==> src/rtl/ddmtd_pkg.sv <==
// Shared DDMTD definitions: lock-state encoding and the saturating magnitude
// helper also used by the loop-filter debug path.
package ddmtd_pkg;

  typedef enum logic [1:0] {
    ST_IDLE    = 2'b00,
    ST_ACQUIRE = 2'b01,
    ST_LOCKED  = 2'b10,
    ST_HOLD    = 2'b11
  } lock_state_t;

  // |v| for a w-bit two's-complement value held sign-extended in 32 bits;
  // the most-negative code saturates to the largest positive one.
  function automatic logic [31:0] sat_abs(input logic signed [31:0] v, input int unsigned w);
    logic signed [31:0] mn;
    mn = -(32'sd1 <<< (w - 1));
    if (v == mn)      return (32'd1 << (w - 1)) - 32'd1;
    else if (v < 0)   return 32'(-v);
    else              return 32'(v);
  endfunction

endpackage

==> src/rtl/ddmtd_lock_detect_if.sv <==
// Measurement-in / lock-status-out bundle between the DDMTD sampler side and
// the lock detector.
interface ddmtd_lock_detect_if #(parameter int ERR_W = 16);
  logic                    ena;
  logic                    phase_valid;
  logic signed [ERR_W-1:0] phase_err;
  logic [1:0]              thresh_sel;
  logic                    peak_clr;
  logic                    locked;
  logic [1:0]              lock_state;
  logic                    lost_sig;
  logic                    lock_event;
  logic                    unlock_event;
  logic [ERR_W-2:0]        peak_abs;

  modport master (
    output ena, phase_valid, phase_err, thresh_sel, peak_clr,
    input  locked, lock_state, lost_sig, lock_event, unlock_event, peak_abs
  );
  modport slave (
    input  ena, phase_valid, phase_err, thresh_sel, peak_clr,
    output locked, lock_state, lost_sig, lock_event, unlock_event, peak_abs
  );
endinterface

==> src/rtl/ddmtd_watchdog.sv <==
// Saturating no-measurement watchdog: counts enabled cycles since the last kick.
module ddmtd_watchdog #(
  parameter int W = 20
) (
  input  logic clk,
  input  logic rst,
  input  logic i_ena,
  input  logic i_kick,
  output logic o_expired
);
  localparam logic [W-1:0] TERM = '1;

  logic [W-1:0] r_cnt;

  always_ff @(posedge clk or posedge rst) begin
    if (rst)                 r_cnt <= '0;
    else if (i_ena) begin
      if (i_kick)            r_cnt <= '0;
      else if (r_cnt != TERM) r_cnt <= r_cnt + W'(1);
    end
  end

  // Asserted on the edge that reaches terminal count, and held while saturated.
  assign o_expired = i_ena & ~i_kick & (r_cnt >= TERM - W'(1));
endmodule

==> src/rtl/ddmtd_lock_detect.sv <==
// DDMTD lock qualifier: windowed good/bad hysteresis, loss-of-signal watchdog
// and |phase_err| peak-hold.
module ddmtd_lock_detect
  import ddmtd_pkg::*;
#(
  parameter int ERR_W      = 16,
  parameter int THRESH     = 64,
  parameter int LOCK_CNT   = 16,
  parameter int UNLOCK_CNT = 4,
  parameter int TIMEOUT_W  = 20
) (
  input logic clk,
  input logic rst,
  ddmtd_lock_detect_if.slave bus
);
  localparam int GW = $clog2(LOCK_CNT + 1);
  localparam int BW = $clog2(UNLOCK_CNT + 1);
  localparam logic [GW-1:0] LOCK_M1   = GW'(LOCK_CNT - 1);
  localparam logic [BW-1:0] UNLOCK_M1 = BW'(UNLOCK_CNT - 1);

  lock_state_t      r_state, w_state_nxt;
  logic [GW-1:0]    r_good_cnt, w_good_nxt;
  logic [BW-1:0]    r_bad_cnt, w_bad_nxt;
  logic             r_lost, w_lost_nxt;
  logic             r_lock_ev, w_lock_ev_nxt;
  logic             r_unlock_ev, w_unlock_ev_nxt;
  logic [ERR_W-2:0] r_peak;

  logic [31:0]      w_abs32;
  logic [ERR_W-2:0] w_abs;
  logic [ERR_W+2:0] w_window;
  logic             w_good, w_eval, w_wd_exp;

  assign w_abs32  = sat_abs(32'(bus.phase_err), ERR_W);
  assign w_abs    = w_abs32[ERR_W-2:0];
  assign w_window = (ERR_W+3)'(THRESH) << bus.thresh_sel;
  assign w_good   = w_abs32 <= 32'(w_window);
  assign w_eval   = bus.ena & bus.phase_valid;

  ddmtd_watchdog #(.W(TIMEOUT_W)) u_wd (
    .clk       (clk),
    .rst       (rst),
    .i_ena     (bus.ena),
    .i_kick    (bus.phase_valid),
    .o_expired (w_wd_exp)
  );

  always_ff @(posedge clk or posedge rst) begin
    if (rst) begin
      r_state     <= ST_IDLE;
      r_good_cnt  <= '0;
      r_bad_cnt   <= '0;
      r_lost      <= 1'b0;
      r_lock_ev   <= 1'b0;
      r_unlock_ev <= 1'b0;
    end else begin
      r_state     <= w_state_nxt;
      r_good_cnt  <= w_good_nxt;
      r_bad_cnt   <= w_bad_nxt;
      r_lost      <= w_lost_nxt;
      r_lock_ev   <= w_lock_ev_nxt;
      r_unlock_ev <= w_unlock_ev_nxt;
    end
  end

  always_comb begin
    w_state_nxt     = r_state;
    w_good_nxt      = r_good_cnt;
    w_bad_nxt       = r_bad_cnt;
    w_lost_nxt      = r_lost;
    w_lock_ev_nxt   = 1'b0;
    w_unlock_ev_nxt = 1'b0;
    if (w_eval) begin
      w_lost_nxt = 1'b0;
      case (r_state)
        ST_IDLE, ST_ACQUIRE: begin
          if (!w_good) begin
            w_state_nxt = ST_IDLE;
            w_good_nxt  = '0;
          end else if (r_state == ST_IDLE ? (LOCK_CNT == 1) : (r_good_cnt == LOCK_M1)) begin
            w_state_nxt   = ST_LOCKED;
            w_good_nxt    = '0;
            w_lock_ev_nxt = 1'b1;
          end else begin
            w_state_nxt = ST_ACQUIRE;
            w_good_nxt  = (r_state == ST_IDLE) ? GW'(1) : r_good_cnt + GW'(1);
          end
        end
        default: begin // LOCKED / HOLD
          if (w_good) begin
            w_state_nxt = ST_LOCKED;
            w_bad_nxt   = '0;
          end else if (r_state == ST_LOCKED ? (UNLOCK_CNT == 1) : (r_bad_cnt == UNLOCK_M1)) begin
            w_state_nxt     = ST_IDLE;
            w_bad_nxt       = '0;
            w_unlock_ev_nxt = 1'b1;
          end else begin
            w_state_nxt = ST_HOLD;
            w_bad_nxt   = (r_state == ST_LOCKED) ? BW'(1) : r_bad_cnt + BW'(1);
          end
        end
      endcase
    end else if (w_wd_exp) begin
      w_lost_nxt      = 1'b1;
      w_state_nxt     = ST_IDLE;
      w_good_nxt      = '0;
      w_bad_nxt       = '0;
      w_unlock_ev_nxt = (r_state == ST_LOCKED) || (r_state == ST_HOLD);
    end
  end

  // A clear coincident with a sample restarts the peak from that sample.
  always_ff @(posedge clk or posedge rst) begin
    if (rst)                              r_peak <= '0;
    else if (w_eval)                      r_peak <= (bus.peak_clr || w_abs > r_peak) ? w_abs : r_peak;
    else if (bus.ena && bus.peak_clr)     r_peak <= '0;
  end

  assign bus.locked       = r_state[1];
  assign bus.lock_state   = r_state;
  assign bus.lost_sig     = r_lost;
  assign bus.lock_event   = r_lock_ev;
  assign bus.unlock_event = r_unlock_ev;
  assign bus.peak_abs     = r_peak;
endmodule

==> src/flat_wrapper.sv <==
// flat-port wrapper written by rule: the top's interface ports become plain ports
module ddmtd_lock_detect_flat import ddmtd_pkg::*;
#(
  parameter int ERR_W      = 16,
  parameter int THRESH     = 64,
  parameter int LOCK_CNT   = 16,
  parameter int UNLOCK_CNT = 4,
  parameter int TIMEOUT_W  = 20
)
  (clk, rst, bus_ena, bus_phase_valid, bus_phase_err, bus_thresh_sel, bus_peak_clr, bus_locked, bus_lock_state, bus_lost_sig, bus_lock_event, bus_unlock_event, bus_peak_abs);
  ddmtd_lock_detect_if #(.ERR_W(ERR_W)) bus_i ();
  input logic clk;
  input logic rst;
  input wire logic [$bits(bus_i.ena)-1:0] bus_ena;
  input wire logic [$bits(bus_i.phase_valid)-1:0] bus_phase_valid;
  input wire logic [$bits(bus_i.phase_err)-1:0] bus_phase_err;
  input wire logic [$bits(bus_i.thresh_sel)-1:0] bus_thresh_sel;
  input wire logic [$bits(bus_i.peak_clr)-1:0] bus_peak_clr;
  output wire logic [$bits(bus_i.locked)-1:0] bus_locked;
  output wire logic [$bits(bus_i.lock_state)-1:0] bus_lock_state;
  output wire logic [$bits(bus_i.lost_sig)-1:0] bus_lost_sig;
  output wire logic [$bits(bus_i.lock_event)-1:0] bus_lock_event;
  output wire logic [$bits(bus_i.unlock_event)-1:0] bus_unlock_event;
  output wire logic [$bits(bus_i.peak_abs)-1:0] bus_peak_abs;
  assign bus_i.ena = bus_ena;
  assign bus_i.phase_valid = bus_phase_valid;
  assign bus_i.phase_err = bus_phase_err;
  assign bus_i.thresh_sel = bus_thresh_sel;
  assign bus_i.peak_clr = bus_peak_clr;
  assign bus_locked = bus_i.locked;
  assign bus_lock_state = bus_i.lock_state;
  assign bus_lost_sig = bus_i.lost_sig;
  assign bus_lock_event = bus_i.lock_event;
  assign bus_unlock_event = bus_i.unlock_event;
  assign bus_peak_abs = bus_i.peak_abs;
  ddmtd_lock_detect #(.ERR_W(ERR_W), .THRESH(THRESH), .LOCK_CNT(LOCK_CNT), .UNLOCK_CNT(UNLOCK_CNT), .TIMEOUT_W(TIMEOUT_W)) u_core (.clk(clk), .rst(rst), .bus(bus_i));
endmodule
==> config.mk <==
export PLATFORM = sky130hd
export DESIGN_NAME = ddmtd_lock_detect_flat
export DESIGN_NICKNAME = d
export VERILOG_FILES = /design/src/rtl/ddmtd_pkg.sv /design/src/rtl/ddmtd_lock_detect_if.sv /design/src/rtl/ddmtd_watchdog.sv /design/src/rtl/ddmtd_lock_detect.sv /design/src/flat_wrapper.sv
export SDC_FILE = /design/constraint.sdc
export NUM_CORES = 1
export LEC_CHECK = 0
export CELL_PAD_IN_SITES_DETAIL_PLACEMENT = 1
export CELL_PAD_IN_SITES_GLOBAL_PLACEMENT = 2
export CORE_MARGIN = 4
export CORE_UTILIZATION = 35
export DETAILED_ROUTE_END_ITERATION = 6
export PLACE_DENSITY_LB_ADDON = 0.3
export RECOVER_POWER = 100
export SLEW_MARGIN = 20
export SYNTH_ARGS = -nofsm -noshare
export SYNTH_HDL_FRONTEND = slang
export SYNTH_SLANG_ARGS = --single-unit
==> constraint.sdc <==
create_clock -name clk -period 4.6 [get_ports clk]
set_input_delay 0.92 -clock clk [delete_from_list [all_inputs] [get_ports clk]]
set_output_delay 0.92 -clock clk [all_outputs]
set_load 0.005 [all_outputs]
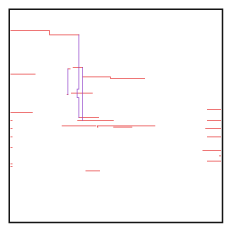
*Wiring by layer, run 1*
Drawn at 2 px/micron. Two of the layers only.
| color | layer | wire length |
|---|---|---|
| red | M3 | 246 microns |
| purple | M4 | 82.8 microns |

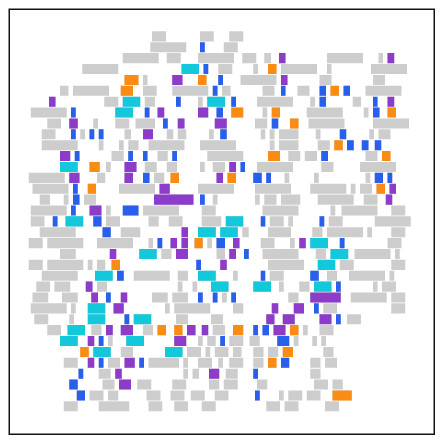
*Gate families picked out, run 1*
Drawn at 4 px/micron.
| color | family | cells | most used |
|---|---|---|---|
| cyan | fa/ha/maj cells | 26 | ha_1 |
| orange | and/or cells | 27 | and3_1 |
| blue | nand cells | 75 | nand2_1 |
| purple | aoi and oai cells | 54 | a21oi_1 |

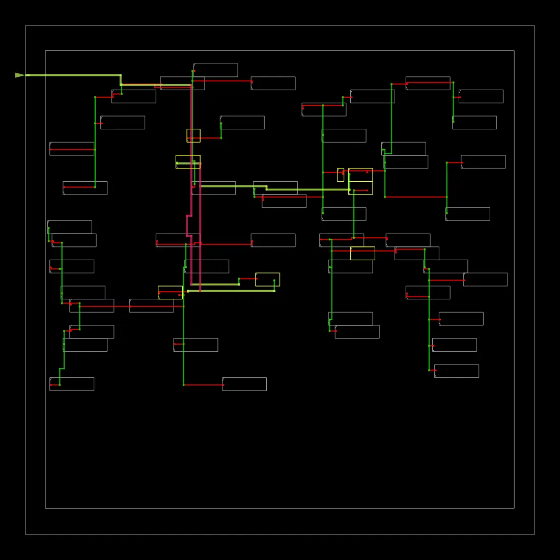
*Clock wiring as the flow saved it, run 1*
flop count: 48
clkbuf count: 7
CTS Sinks: 48
clk_lat worst skew: 0.30 ns
Layout Skew: 0.00788 ns

-- run 1: Yosys cell counts (3+ instances only) --
library cell  count  area, sq um
nor2_1           28          105
inv_1            28          105
or3_1             6         37.5
o21a_1            4         30.0
nor3_1            4         20.0
nor4_1            3         18.8
xnor2_1           7         61.3
nand2_1          48          180
and4_1            3         26.3
a21oi_1          17         85.1
nand3_1          16         80.1
ha_1             26          325
xor2_1           17          149
a21o_1            4         30.0
nand4_1           7         43.8
o211ai_1          3         22.5
clkbuf_1         10         37.5
dfrtp_1          48         1200
buf_4             3         22.5
mux2i_1          13          130
o31ai_1           5         37.5
a41oi_1           5         43.8
nor2b_1           6         37.5
o21ai_0          11         55.1
and3_1           10         62.6
mux2_2            6         67.6
-- run 1: stage by stage --
step                area (sq um)  hold WS, ns  TNS (ns)
finish                      4150        0.483         0
global route                4150        0.539         0
CTS                         4140        0.497         0
detailed placement          4050        0.471    -0.852
global placement            4050        0.467         0
floorplan                   3350        0.449         0
-- run 1: logic make-up (layout without fill, tap and decap cells) --
kind of cell    after synthesis  count (layout)  synth area share (%)
compound gates               68              68                  14.2
flops                        48              48                  35.8
mux                          19              19                  5.90
buf+inv                      41             100                  4.93
fa+ha+maj                    26              26                  9.70
xor+xnor                     24              24                  6.27
simple gates                147             147                  23.2
-- run 1: layout make-up --
class | count | area (sq um) | share of cell area, %
well taps | 129 | 161 | 3.89
repair buffers | 64 | 584 | 14.1
multi-input cells | 284 | 2010 | 48.3
clock inverters | 1 | 7.51 | 0.181
flip-flops and latches | 48 | 1200 | 28.9
inverters | 28 | 106 | 2.56
clock buffers | 7 | 86.3 | 2.08
-- run 1: how the worst max path moves through the flow --
stage | start | end | cells after the start
CTS | bus_phase_err[0] | u_core.bus.peak_abs[13]$_DFFE_PP0P_ | 16
finish | bus_phase_err[0] | u_core.bus.peak_abs[13]$_DFFE_PP0P_ | 16
detailed placement | bus_phase_err[0] | u_core.bus.peak_abs[13]$_DFFE_PP0P_ | 16
global route | bus_phase_err[1] | u_core.bus.peak_abs[13]$_DFFE_PP0P_ | 16
floorplan | bus_phase_err[0] | u_core.bus.peak_abs[0]$_DFFE_PP0P_ | 16
global placement | bus_phase_err[13] | u_core.bus.peak_abs[12]$_DFFE_PP0P_ | 13
-- run 1: power by group --
group	switching (mW)	internal [mW]	leakage [nW]	total, mW
logic	0.171	0.157	1.17	0.328
clock network	0.145	0.122	0.0445	0.267
registers	0.0270	0.455	0.658	0.482
-- run 1: state kept, by name, summed over array words and instances, names as in the netlist --
register	count
u_core.u_wd.r_cnt	20
u_core.bus.peak_abs	15
u_core.r_bad_cnt	3
u_core.bus.lock_event	1
u_core.bus.lost_sig	1
u_core.bus.unlock_event	1
u_core.bus.lock_state	2
u_core.r_good_cnt	5
-- run 1: per-layer routing --
layer / up-vias / wire length, microns / track usage, %
li1: 1446 / - / -
met1: 1430 / 4280 / 21.3
met2: 34 / 4320 / 28.2
met3: 7 / 246 / 2.82
met4: 0 / 82 / 3.05
met5: - / 0 / 0
-- run 1: repair_timing --
item                                    4_1_cts  5_1_grt
resized                                       0        1
endpoints found under the setup margin        0        9
buffers inserted                              0        0
hold buffers                                  0        0
endpoints found under the hold margin         0        0
==> results.ini, run 1 <==
[status]
status = finished, violations left
violations = max-capacitance violations, max-slew violations

[power_and_ir_drop]
power_mw = 1.08

[clock_tree]
htreeDepth = 2

[floorplanning]
io_pins = 44
fp_util_pct = 36.1
placementRows = 35

[final_layout]
final_cells = 561
lay_top_cells = 48 x nand2_1, 48 x dfrtp_1, 28 x nor2_1
diodes = 0
num-nets-final = 480

[yosys]
yosys_cells = 373
numSynthFlops = 48
async_flop_share_pct = 100

[critical_path]
critPathSlowestCell = or3_2
cp_max_fo = 12
crit_type = input port to register
endpoint_kind = register
worst_ep_required_time_ns = 4.82

[place]
place_congestion = 0.789

[run]
log.warning_count = 27
maxCapViolCount = 1

[hold_path]
worst_hold_path_type = register to register
hold_start = u_core.bus.lost_sig$_DFFE_PP0P_

[route]
avgRoutedWirePerCell_microns = 15.9

[final_timing]
rsz0062_at_grt = no
maxSlewViolCount = 49

==> inputs of run 2 (changes only) <==
- CAP_MARGIN: unset -> 20
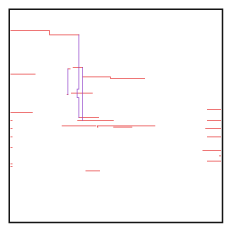
*Wiring by layer, run 2*
Drawn at 2 px/micron. Two of the layers only.
| color | layer | wire length |
|---|---|---|
| red | M3 | 246 microns |
| purple | M4 | 82.8 microns |

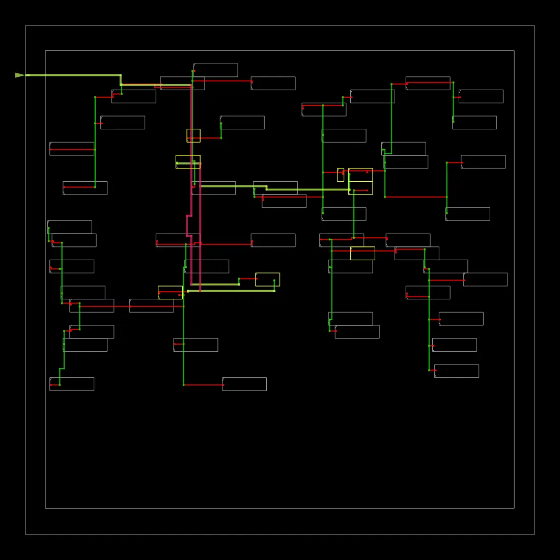
*Clock wiring as the flow saved it, run 2*
clock-net power: 0.267 mW
number of buffers created by CTS: 5

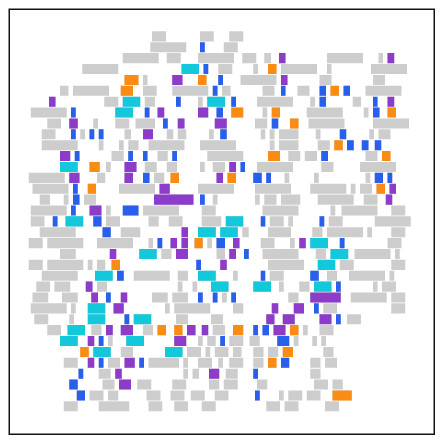
*Gate families picked out, run 2*
Drawn at 4 px/micron.
| color | family | cells | most used |
|---|---|---|---|
| orange | and/or cells | 27 | and3_1 |
| purple | aoi and oai cells | 54 | a21oi_1 |
| blue | nand cells | 75 | nand2_1 |
| cyan | fa/ha/maj cells | 26 | ha_1 |

==> results.ini, run 2 <==
[status]
status = finished, violations left
violations = max-capacitance violations, max-slew violations

[power_and_ir_drop]
p_sw_mw = 0.342  ; unchanged
switching_share_pct = 31.8  ; unchanged
power_frac_clock_pct = 24.8  ; about the same
power_mw = 1.08  ; unchanged
combPwrFrac_pct = 30.4  ; about the same
internal_power_mw = 0.734  ; unchanged

[yosys]
yosysTopAreaCellShare_pct = 35.8  ; unchanged
ys_sh_mux_pct = 5.90  ; unchanged
top_area_cell = dfrtp_1
yosys-top-cells-area = dfrtp_1 36%, ha_1 9.7%, nand2_1 5.4%
yosys.area_share.simple_pct = 23.2  ; unchanged
topCombFamilyByArea = simple AND/OR/NAND/NOR gates
aoi_share_pct = 14.2  ; unchanged
synthAdderAreaFrac_pct = 9.70  ; unchanged

[critical_path]
endpoint_kind = register
cp_max_fo = 12  ; unchanged
worst_ep_required_time_ns = 4.82  ; about the same

[final_timing]
rsz0062_at_grt = no
maxSlewViolCount = 49  ; unchanged
fin_setup_tns_ns = 0  ; unchanged

[final_layout]
regMostFlops = u_core.u_wd.r_cnt
final_cells = 561  ; unchanged
largest_reg_flops = 20  ; unchanged
regArea_sq_um = 1200  ; unchanged
lay_top_cells = 48 x nand2_1, 48 x dfrtp_1, 28 x nor2_1
num-nets-final = 480  ; unchanged
logic_area_sq_um = 2010  ; unchanged

[floorplanning]
io_pins = 44  ; unchanged
fp_util_pct = 36.1  ; unchanged

[run]
maxCapViolCount = 1  ; unchanged
log.warning_count = 27  ; unchanged

[clock_tree]
clk_latency_ns = 0.30  ; about the same

[place]
place_congestion = 0.789  ; unchanged

run 2: cell counts in the layout (fill, tap and decap cells not counted):
No cell type changed its count.
run 2: logic make-up (layout without fill, tap and decap cells):
kind of cell    after synthesis  after routing
compound gates               68             68
simple gates                147            147
mux                          19             19
buf+inv                      41            100
flops                        48             48
xor+xnor                     24             24
fa+ha+maj                    26             26
run 2: final cells by class:
cell class                 count  share of cell area [%]
clock buffer                   7                    2.08
clock inverter                 1                   0.181
inverter                      28                    2.56
multi-input combinational    284                    48.3
sequential                    48                    28.9
tap                          129                    3.89
timing repair buffer          64                    14.1
run 2: per-layer routing:
| metal | track usage (%) | up-vias | wire, microns |
|---|---|---|---|
| li1 | - | 1446 | - |
| met1 | 21.3 | 1430 | 4280 |
| met2 | 28.2 | 34 | 4320 |
| met3 | 2.82 | 7 | 246 |
| met4 | 3.05 | 0 | 82 |
| met5 | 0 | - | 0 |
run 2: power by group through the flow:
stage / registers [mW] / clock network, mW / logic, mW
3_5_place_dp: 0.492 / 0 / 0.336
5_1_grt: 0.488 / 0.299 / 0.370
3_3_place_gp: 0.490 / 0 / 0.328
6_report: 0.482 / 0.267 / 0.328
2_1_floorplan: 0.486 / 0 / 0.189
4_1_cts: 0.484 / 0.279 / 0.338
run 2: worst max path at each step:
stage,startpoint,endpoint,slack (ns),cells after the start
2_1_floorplan,bus_phase_err[0],u_core.bus.peak_abs[0]$_DFFE_PP0P_,0.26,16
3_3_place_gp,bus_phase_err[13],u_core.bus.peak_abs[12]$_DFFE_PP0P_,0.07,13
3_5_place_dp,bus_phase_err[0],u_core.bus.peak_abs[13]$_DFFE_PP0P_,-0.12,16
4_1_cts,bus_phase_err[0],u_core.bus.peak_abs[13]$_DFFE_PP0P_,0.19,16
5_1_grt,bus_phase_err[1],u_core.bus.peak_abs[13]$_DFFE_PP0P_,0.03,16
6_report,bus_phase_err[0],u_core.bus.peak_abs[13]$_DFFE_PP0P_,0.21,16
run 2: timing repair:
item                                    CTS  global route
resized                                   0             1
endpoints found under the setup margin    0             9
hold buffers                              0             0
### Pin map, run 2

Drawn at 4 px/micron. Pins as bars across the die edge, other pins in gray.
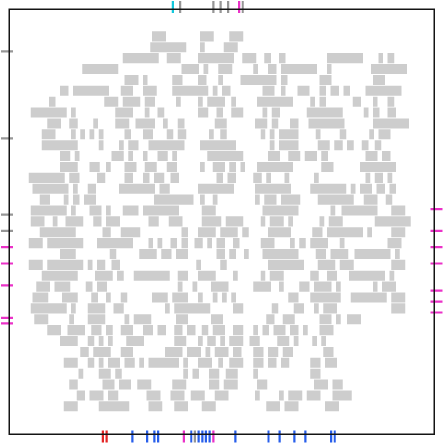

==> inputs of run 3 (changes only) <==
- ABC_AREA: unset -> 1
- CORE_UTILIZATION: 35 -> 34
- PLACE_DENSITY_LB_ADDON: 0.3 -> 0.1
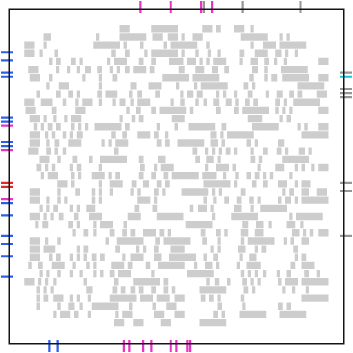
*Pin map, run 3*
Drawn at 3 px/micron. Pins as bars across the die edge, other pins in gray.
| color | port | pins | direction | edge |
|---|---|---|---|---|
| magenta | `bus_peak_abs` | 15 | output | 8 bottom, 4 top, 3 left |
| cyan | `bus_locked` | 1 | output | right |
| red | `bus_thresh_sel` | 2 | input | left |
| blue | `bus_phase_err` | 16 | input | 14 left, 2 bottom |
all pins by edge: 19 left, 10 bottom, 8 right, 7 top

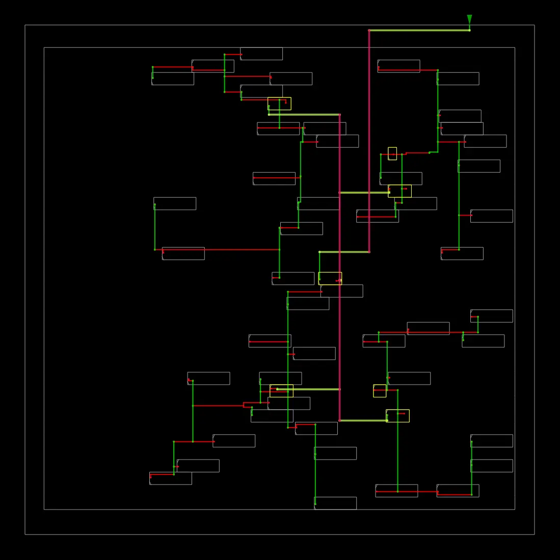
*Clock wiring as the flow saved it, run 3*
clock-net power: 0.254 mW
clkbuf count: 5
clk_lat worst skew: 0.32 ns
Layout Skew: 0.00961 ns

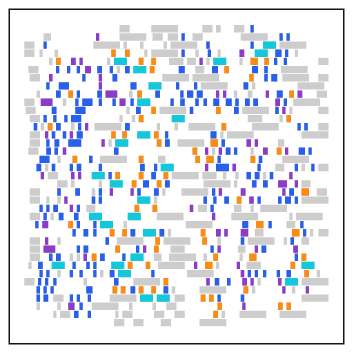
*Gate families picked out, run 3*
Drawn at 3 px/micron.
| color | family | cells | most used |
|---|---|---|---|
| cyan | fa/ha/maj cells | 26 | ha_1 |
| purple | nor cells | 69 | nor2_1 |
| blue | nand cells | 200 | nand2_1 |
| orange | aoi and oai cells | 71 | o21ai_0 |

==> results.ini, run 3 <==
[final_layout]
logic_area_sq_um = 2020  ; +0.50%
lay_top_cells = 123 x nand2_1, 66 x inv_1, 52 x nand3_1
regArea_sq_um = 1200  ; unchanged
regMostFlops = u_core.u_wd.r_cnt
largest_reg_flops = 20  ; unchanged
num-nets-final = 604  ; +26%

[route]
dr_wl_met2_microns = 5120  ; +19%
wl_met3_microns = 259  ; +5.3%
wl_met1_microns = 4470  ; +4.6%
dr.max_layer_used = met4

[final_timing]
fin_setup_tns_ns = 0  ; unchanged
rsz0062_at_grt = no
maxSlewViolCount = 49  ; unchanged

[clock_tree]
postCtsHoldBufs = 0  ; unchanged

[run]
maxCapViolCount = 1  ; unchanged
log.warning_count = 27  ; unchanged

[status]
status = finished, violations left
violations = max-capacitance violations, max-slew violations

[critical_path]
worst_ep_required_time_ns = 4.86  ; +0.04 ns
cp_max_fo = 6  ; -6
endpoint_kind = register

[yosys]
yosys-top-cells-area = dfrtp_1 33%, nand2_1 12%, ha_1 9.0%
top_area_cell = dfrtp_1

[power_and_ir_drop]
power_mw = 0.980  ; -9.0%

[floorplanning]
fp_util_pct = 34.9  ; -1.2 points

[place]
place_congestion = 0.818  ; +3.7%

run 3: worst max-delay path, cell delays in order:
cell and delay (ns):
dlygate4sd3_1 0.62, inv_1 0.10, ha_1 0.24, nand2_1 0.14
nor2_1 0.08, nand2_1 0.19, nand3_1 0.19, ha_1 0.37
nand3_1 0.08, nor2_1 0.10, nand2_1 0.05, a21oi_1 0.11
nand3_1 0.09, nand2_1 0.12, nand3_1 0.10, nor2_1 0.39
nand4_1 0.19, nand2_1 0.10
run 3: metrics by stage:
| step | setup WS, ns | utilization (%) | std cells |
|---|---|---|---|
| finish | 0.666 | 40.8 | 691 |
| global route | 0.248 | 40.8 | 691 |
| CTS | 0.816 | 41.1 | 691 |
| detailed placement | 0.462 | 40.4 | 684 |
| global placement | 0.639 | 40.4 | 684 |
| floorplan | 1.59 | - | 513 |
run 3: worst paths after layout:
check                                                       start  slack [ns]                                 to  cells after the start
worst max-delay path                             bus_phase_err[0]        0.67   u_core.r_good_cnt[3]$_DFFE_PP0P_                     18
worst min register to register    u_core.bus.lost_sig$_DFFE_PP0P_        0.48    u_core.bus.lost_sig$_DFFE_PP0P_                      2
min in group asynchronous                                     rst        1.64    u_core.r_bad_cnt[1]$_DFFE_PP0P_                      2
worst min-delay path              u_core.bus.lost_sig$_DFFE_PP0P_        0.48    u_core.bus.lost_sig$_DFFE_PP0P_                      2
worst max register to register  u_core.u_wd.r_cnt[10]$_DFFE_PP0P_        2.19  u_core.u_wd.r_cnt[18]$_DFFE_PP0P_                     10
max in group asynchronous                                     rst        1.94   u_core.u_wd.r_cnt[4]$_DFFE_PP0P_                      2
run 3: layout make-up:
cell class | instances | share of cell area (%)
Clock buffer | 5 | 1.63
Clock inverter | 2 | 0.297
Inverter | 77 | 6.89
Multi-Input combinational cell | 377 | 47.9
Sequential cell | 48 | 28.5
Tap cell | 136 | 4.04
Timing Repair Buffer | 46 | 10.8
run 3: where the power goes:
group,leakage [nW],switching (mW),internal (mW)
Sequential,0.657,0.0210,0.447
Combinational,1.36,0.153,0.104
Clock,0.0400,0.151,0.103
Total,2.05,0.325,0.655
run 3: metal layers:
layer | vias to the layer above | global-route usage (%)
li1 | 1763 | -
met1 | 1696 | 20.3
met2 | 44 | 31.9
met3 | 9 | 2.51
met4 | 0 | 4.60
met5 | - | 0
run 3: logic make-up after synthesis:
family                   count (synthesis)  share of synthesized area, %
flip-flops                              48                          33.3
adder cells (fa/ha/maj)                 26                          9.02
buffers and inverters                   88                          9.75
AND-OR/OR-AND                           73                          10.8
XOR/XNOR                                 7                          1.70
AND/OR/NAND/NOR                        271                          35.4
Power is estimated from default activity; no workload was simulated.
